==> config.mk <==
export PLATFORM = sky130hd
export DESIGN_NAME = histogram_median_reader
export DESIGN_NICKNAME = d
export VERILOG_FILES = /design/src/rtl/histogram_median_reader.sv
export SDC_FILE = /design/constraint.sdc
export NUM_CORES = 2
export LEC_CHECK = 0
export ABC_AREA = 0
export CORE_UTILIZATION = 45
export DETAILED_ROUTE_END_ITERATION = 16
export PLACE_DENSITY_LB_ADDON = 0.3
export SYNTH_ARGS = -nofsm -noshare
export SYNTH_HDL_FRONTEND = slang
export SYNTH_SLANG_ARGS = --single-unit
==> constraint.sdc <==
create_clock -name clk -period 8.1 [get_ports clk]
set_clock_uncertainty 0.1 [all_clocks]
set_input_delay 1.62 -clock clk [delete_from_list [all_inputs] [get_ports clk]]
set_output_delay 1.62 -clock clk [all_outputs]
set_load 0.1 [all_outputs]
==> src/rtl/histogram_median_reader.sv <==
// histogram_median_reader
//   Reads one frame's x/y projection histograms into local buffers and sums
//   each axis. It then runs the histogram clear handshake and scans both
//   buffers in parallel for the median column and median row.
//
//   State table
//   state | meaning
//   IDLE  | waiting for start
//   READ  | readHistogram high, capturing x/y bin streams
//   GAP   | one quiet cycle so the histogram block can rewind its counters
//   CLEAR | clearHistogram high until histogramCleared is seen
//   SCAN  | one bin index per cycle, cumulative sum against half total
//   DONE  | results updated, medianValid high
//
//   Ports
//   clk, reset                    clock, synchronous active-high reset
//   start                         pulse that begins a cycle (ignored when busy)
//   xHistogramIn/xValid           x projection stream
//   yHistogramIn/yValid           y projection stream
//   histogramCleared              histogram block finished clearing
//   readHistogram/clearHistogram  requests to the histogram block
//   xMedian/yMedian               median column/row
//   xTotal/yTotal                 per-axis sum of captured bins
//   noObject                      xTotal was zero
//   medianValid                   one-cycle result strobe
//   busy                          high in every state except IDLE
module histogram_median_reader #(
    parameter int IMWIDTH      = 240,
    parameter int IMHEIGHT     = 180,
    parameter int READ_TIMEOUT = 300
) (
    input  logic        clk,
    input  logic        reset,
    input  logic        start,
    input  logic [7:0]  xHistogramIn,
    input  logic [7:0]  yHistogramIn,
    input  logic        xValid,
    input  logic        yValid,
    input  logic        histogramCleared,
    output logic        readHistogram,
    output logic        clearHistogram,
    output logic [7:0]  xMedian,
    output logic [7:0]  yMedian,
    output logic [15:0] xTotal,
    output logic [15:0] yTotal,
    output logic        noObject,
    output logic        medianValid,
    output logic        busy
);

    localparam int SCAN_LEN = (IMWIDTH > IMHEIGHT) ? IMWIDTH : IMHEIGHT;
    localparam int TW       = $clog2(READ_TIMEOUT + 1);

    localparam logic [7:0]    X_LEN     = 8'(IMWIDTH);
    localparam logic [7:0]    Y_LEN     = 8'(IMHEIGHT);
    localparam logic [7:0]    SCAN_LAST = 8'(SCAN_LEN - 1);
    localparam logic [TW-1:0] TMO_LAST  = TW'(READ_TIMEOUT - 1);

    typedef enum logic [2:0] {IDLE, READ, GAP, CLEAR, SCAN, DONE} state_t;

    state_t state, nextState;

    logic [7:0]    xBuf [IMWIDTH];
    logic [7:0]    yBuf [IMHEIGHT];
    logic [7:0]    xWr, yWr;
    logic [15:0]   xSum, ySum;
    logic [TW-1:0] tmo;
    logic          xValidD, yValidD;
    logic          xDone, yDone;
    logic [7:0]    scanIdx;
    logic [15:0]   xCum, yCum;
    logic          xFound, yFound;
    logic [7:0]    xMed, yMed;

    logic          xWrEn, yWrEn;
    logic          xDoneNow, yDoneNow, readExit;
    logic [16:0]   xSumP1, ySumP1;
    logic [15:0]   xHalf, yHalf;
    logic [7:0]    xBin, yBin;
    logic [15:0]   xCumNext, yCumNext;
    logic          xHit, yHit;
    logic [7:0]    xMedNext, yMedNext;

    assign xWrEn = (state == READ) && xValid && (xWr < X_LEN);
    assign yWrEn = (state == READ) && yValid && (yWr < Y_LEN);

    // An axis finishes on a falling valid after data, or when its buffer is full.
    assign xDoneNow = xDone || (xWr == X_LEN) || (xValidD && !xValid && (xWr != 8'd0));
    assign yDoneNow = yDone || (yWr == Y_LEN) || (yValidD && !yValid && (yWr != 8'd0));
    assign readExit = (xDoneNow && yDoneNow) || (tmo == TMO_LAST);

    // Rounded-up half of the total; 17 bits so a full-scale sum cannot wrap.
    assign xSumP1 = {1'b0, xSum} + 17'd1;
    assign ySumP1 = {1'b0, ySum} + 17'd1;
    assign xHalf  = xSumP1[16:1];
    assign yHalf  = ySumP1[16:1];

    // Bins never written this frame (short stream or timeout) count as zero.
    assign xBin     = (scanIdx < xWr) ? xBuf[scanIdx] : 8'd0;
    assign yBin     = (scanIdx < yWr) ? yBuf[scanIdx] : 8'd0;
    assign xCumNext = xCum + {8'd0, xBin};
    assign yCumNext = yCum + {8'd0, yBin};
    assign xHit     = !xFound && (xCumNext >= xHalf);
    assign yHit     = !yFound && (yCumNext >= yHalf);
    assign xMedNext = xHit ? scanIdx : xMed;
    assign yMedNext = yHit ? scanIdx : yMed;

    always_comb begin
        nextState = state;
        case (state)
            IDLE:    if (start) nextState = READ;
            READ:    if (readExit) nextState = GAP;
            GAP:     nextState = CLEAR;
            CLEAR:   if (histogramCleared) nextState = SCAN;
            SCAN:    if (scanIdx == SCAN_LAST) nextState = DONE;
            DONE:    nextState = IDLE;
            default: nextState = IDLE;
        endcase
    end

    always_ff @(posedge clk) begin
        if (xWrEn) xBuf[xWr] <= xHistogramIn;
        if (yWrEn) yBuf[yWr] <= yHistogramIn;
    end

    always_ff @(posedge clk) begin
        if (reset) begin
            state          <= IDLE;
            readHistogram  <= 1'b0;
            clearHistogram <= 1'b0;
            busy           <= 1'b0;
            medianValid    <= 1'b0;
            xMedian        <= '0;
            yMedian        <= '0;
            xTotal         <= '0;
            yTotal         <= '0;
            noObject       <= 1'b0;
            xWr            <= '0;
            yWr            <= '0;
            xSum           <= '0;
            ySum           <= '0;
            tmo            <= '0;
            xValidD        <= 1'b0;
            yValidD        <= 1'b0;
            xDone          <= 1'b0;
            yDone          <= 1'b0;
            scanIdx        <= '0;
            xCum           <= '0;
            yCum           <= '0;
            xFound         <= 1'b0;
            yFound         <= 1'b0;
            xMed           <= '0;
            yMed           <= '0;
        end else begin
            state <= nextState;
            // Request/status outputs follow the state being entered so they
            // line up with that state while staying registered.
            readHistogram  <= (nextState == READ);
            clearHistogram <= (nextState == CLEAR);
            busy           <= (nextState != IDLE);
            medianValid    <= (nextState == DONE);

            case (state)
                IDLE: begin
                    if (start) begin
                        xWr     <= '0;
                        yWr     <= '0;
                        xSum    <= '0;
                        ySum    <= '0;
                        tmo     <= '0;
                        xValidD <= 1'b0;
                        yValidD <= 1'b0;
                        xDone   <= 1'b0;
                        yDone   <= 1'b0;
                        scanIdx <= '0;
                        xCum    <= '0;
                        yCum    <= '0;
                        xFound  <= 1'b0;
                        yFound  <= 1'b0;
                        xMed    <= '0;
                        yMed    <= '0;
                    end
                end
                READ: begin
                    tmo     <= tmo + 1'b1;
                    xValidD <= xValid;
                    yValidD <= yValid;
                    xDone   <= xDoneNow;
                    yDone   <= yDoneNow;
                    if (xWrEn) begin
                        xSum <= xSum + {8'd0, xHistogramIn};
                        xWr  <= xWr + 1'b1;
                    end
                    if (yWrEn) begin
                        ySum <= ySum + {8'd0, yHistogramIn};
                        yWr  <= yWr + 1'b1;
                    end
                end
                SCAN: begin
                    scanIdx <= scanIdx + 1'b1;
                    xCum    <= xCumNext;
                    yCum    <= yCumNext;
                    if (xHit) begin
                        xFound <= 1'b1;
                        xMed   <= scanIdx;
                    end
                    if (yHit) begin
                        yFound <= 1'b1;
                        yMed   <= scanIdx;
                    end
                    // Results load on the way into DONE so they appear with medianValid.
                    if (scanIdx == SCAN_LAST) begin
                        xMedian  <= xMedNext;
                        yMedian  <= yMedNext;
                        xTotal   <= xSum;
                        yTotal   <= ySum;
                        noObject <= (xSum == 16'd0);
                    end
                end
                default: ;
            endcase
        end
    end

endmodule

floorplan.png
Pins as bars on the die edge.
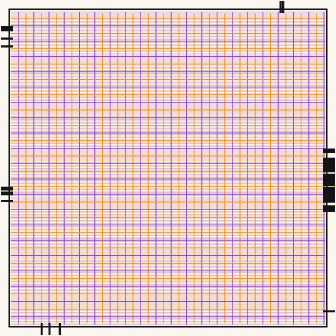
Orange shows VDD. Purple shows VSS.
41 straps on met4. The core has 204 rows. 205 met1 rails follow the rows. 75 signal pins sit on the boundary. 40 straps on met5.
x dimension of the die: 561.2 um
worst voltage drop across the vdd grid: 0.1700 mV
CORE AREA: 0.3099 mm2
die height: 561.2 um

class_map.png
Bar = 200 um.
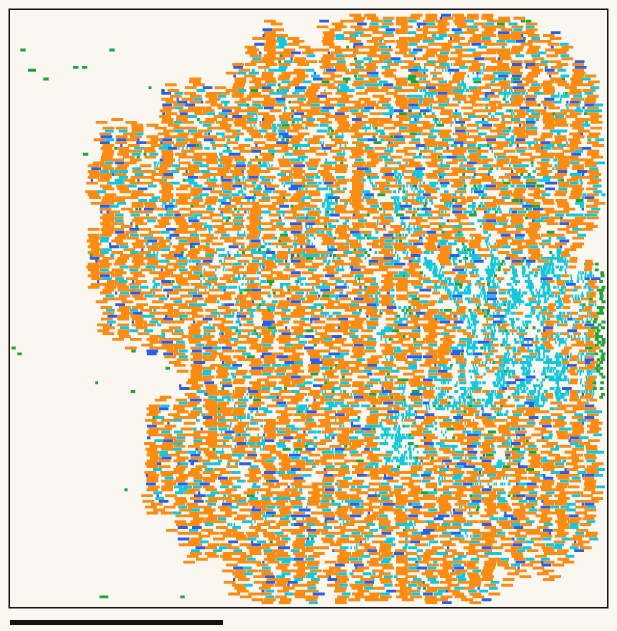
Orange shows registers, cells 3543. Blue shows clock drivers and dummy loads, cells 626. Green shows remaining buffers and delay cells, cells 374. Cyan shows remaining logic cells, cells 3214.
Final Core Density: 51.15%
row count: 204
fin area: 0.1585 mm2
share of the final layout cell area in sequential cells: 65.99%

==> notes.md <==
impl run done, here's what came out: biggest regs xBuf (1920), yBuf (1440), most flop-heavy register xBuf, floorplan core density 45.42%, top cell family by delay on the critical path AND-OR/OR-AND gates, top cell type by instance count after synthesis edfxtp_1, number of top-level pins 75, final period demand of the worst path 7.823 ns, Global Route Usage Sum 24.08%, met3 WL post-DR 43620 um, most numerous logic cell after layout edfxtp_1, sequential fraction of design power 54.5%, Inserted Clock Buffers 351, final routed DRC violation total 0, number of nets at floorplan 7282, Tightest Hold Check Type flip-flop to flip-flop, drt first-iter violations 10674, Max Slew Vio Count 1, combinational cell fraction of total power 1.5%, parity-gate share of the synthesized area counting xor and xnor cells 0.4854%, Power per Cell Area 231.9 mW/mm2, setup TNS 0 ns, TritonCTS clock tree done, worst hold margin 0.3530 ns, Net Sw Frac 20.07%, count of warning messages emitted by the tools 49, CP endpoint kind flip-flop, buffers inserted during post-CTS setup optimization 0, fraction of registers with async set/reset 0%, worst setup path category flip-flop to flip-flop, Mapped Cells 7165, I/O Buffers 74, Top cell area share 71.70%, maximum operating frequency 127.8 MHz, EDFF count, synth 3360, detailed placement HPWL 247600 um, largest net degree at the start of global routing 208, Worst path max stage delay 0.64 ns, highest fanout seen on the critical path 19, Synth logic family multiplexers, Register-to-Register Path Depth 25, yosys cell count 7165, Setup WS post-layout 0.2770 ns, largest power group registers, Metal-1 WL 153100 um, gr ovfl total 0, comb pwr 0.553 mW, final setup violation count 0, DP Worst Slack -0.05210 ns, via count of the first global-routing pass 72756, Most Crowded Layer GR met2, power dissipated in sequential cells 20.0 mW, average wire per cell in the routed design 32.28 um, internal cell power 29.38 mW, grt met1 use 34.29%, required arrival time at the worst endpoint 8.83 ns, wire length on met2 172600 um, count of TritonRoute iterations in the first routing pass 8, startpoint type of the worst setup path flip-flop, slew of the pin with the lowest slew margin 1.497 ns, highest layer used for signal routing met5, share of layout cells above drive strength 1 22.81%, number of standard cells in the final layout excluding fillers 11882, Filler Cell Count 24316, count of max-cap constraint violations 1, area grow syn2layout 12.62%, Post-synth top cells edfxtp_1 (3360), mux4_2 (871), nor2_1 (622), CP max stage cell dfxtp_4, initial antenna violation count 19, post-synthesis sequential area ratio 74.30%, wire length reported by the detailed router 383600 um, buffers and inverters on the worst path 3, number of H-tree levels 5, number of placed cells counting well taps 11251, die area 0.3150 mm2, worst-case hold path end point xTotal[10], Post-Synth Adder-Cell Area 0.8660%, worst-case headroom to the max-slew limit -0.2000%, outcome finished with violations, number of warnings reported in the yosys synthesis log 0, most common logic cells in the final layout edfxtp_1 (3360), mux4_2 (871), nor2_1 (615), clkbuf_16 (359), nand2_1 (275), post-layout period usage of the worst path 96.58%, number of hold violations in the final report 0, global routing usage on met3 6.137%, TritonCTS sink count 3543, flip-flop count of the largest register, all copies and words added 1920, depth of the worst hold-timing path 2, arrival time worst endpoint 8.55 ns, leakage 48.12 nW, violated checks max-capacitance violations, max-slew violations, prevailing post-synth register cell edfxtp_1, CTS root buf clkbuf_16, Max Root-Sink Buffers 4, cell area after synthesis 0.1407 mm2
clock_wires.png
Bar = 200 um.
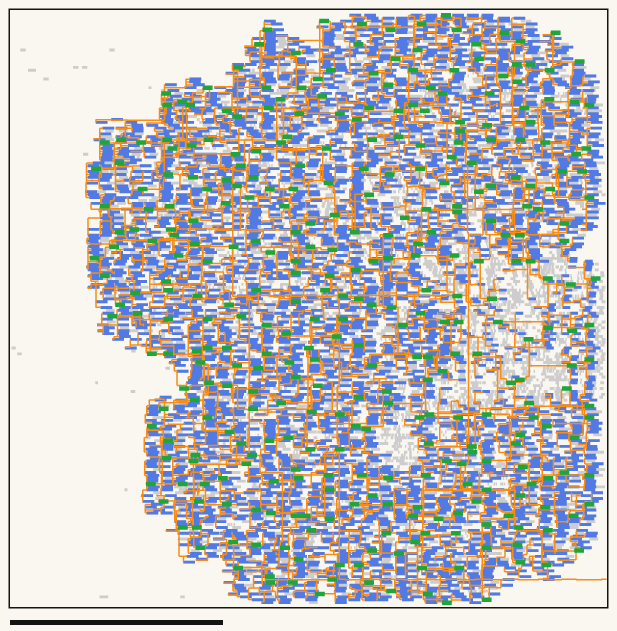
Blue shows flip-flops, count 3543. Green shows clock-net drivers, count 351. Orange shows clock wires, length 39.2 mm.
There are 352 routed clock nets.
clock latency at the later pin of the worst-skew pair: 0.89 ns
Clk. pwr: 16.2 mW
portion of total power attributed to the clock network: 44.0%

==> final cells by class <==
class,instances,area [um2],area share (%)
antenna,5,12.51,0.007894
clock buffer,437,9388,5.923
clock inverter,189,1858,1.172
inverter,43,166.4,0.1050
multi-input combinational,3171,33630,21.22
sequential,3543,104600,65.99
tap,4120,5155,3.252
timing repair buffer,374,3704,2.337
==> worst max-delay path by stage <==
stage	start	end	slack, ns	cells after the start
6_report	flip-flop	xMed[7]	0.28	25
5_1_grt	flip-flop	xMed[2]	-0.03	24
4_1_cts	flip-flop	xMed[7]	0.04	23
3_5_place_dp	flip-flop	xMed[3]	-0.05	23
3_3_place_gp	flip-flop	xMed[1]	-0.01	23
2_1_floorplan	xWr[5]	xMed[0]	1.71	26
Power figures rest on the tool's default switching activity, not on a simulated workload.
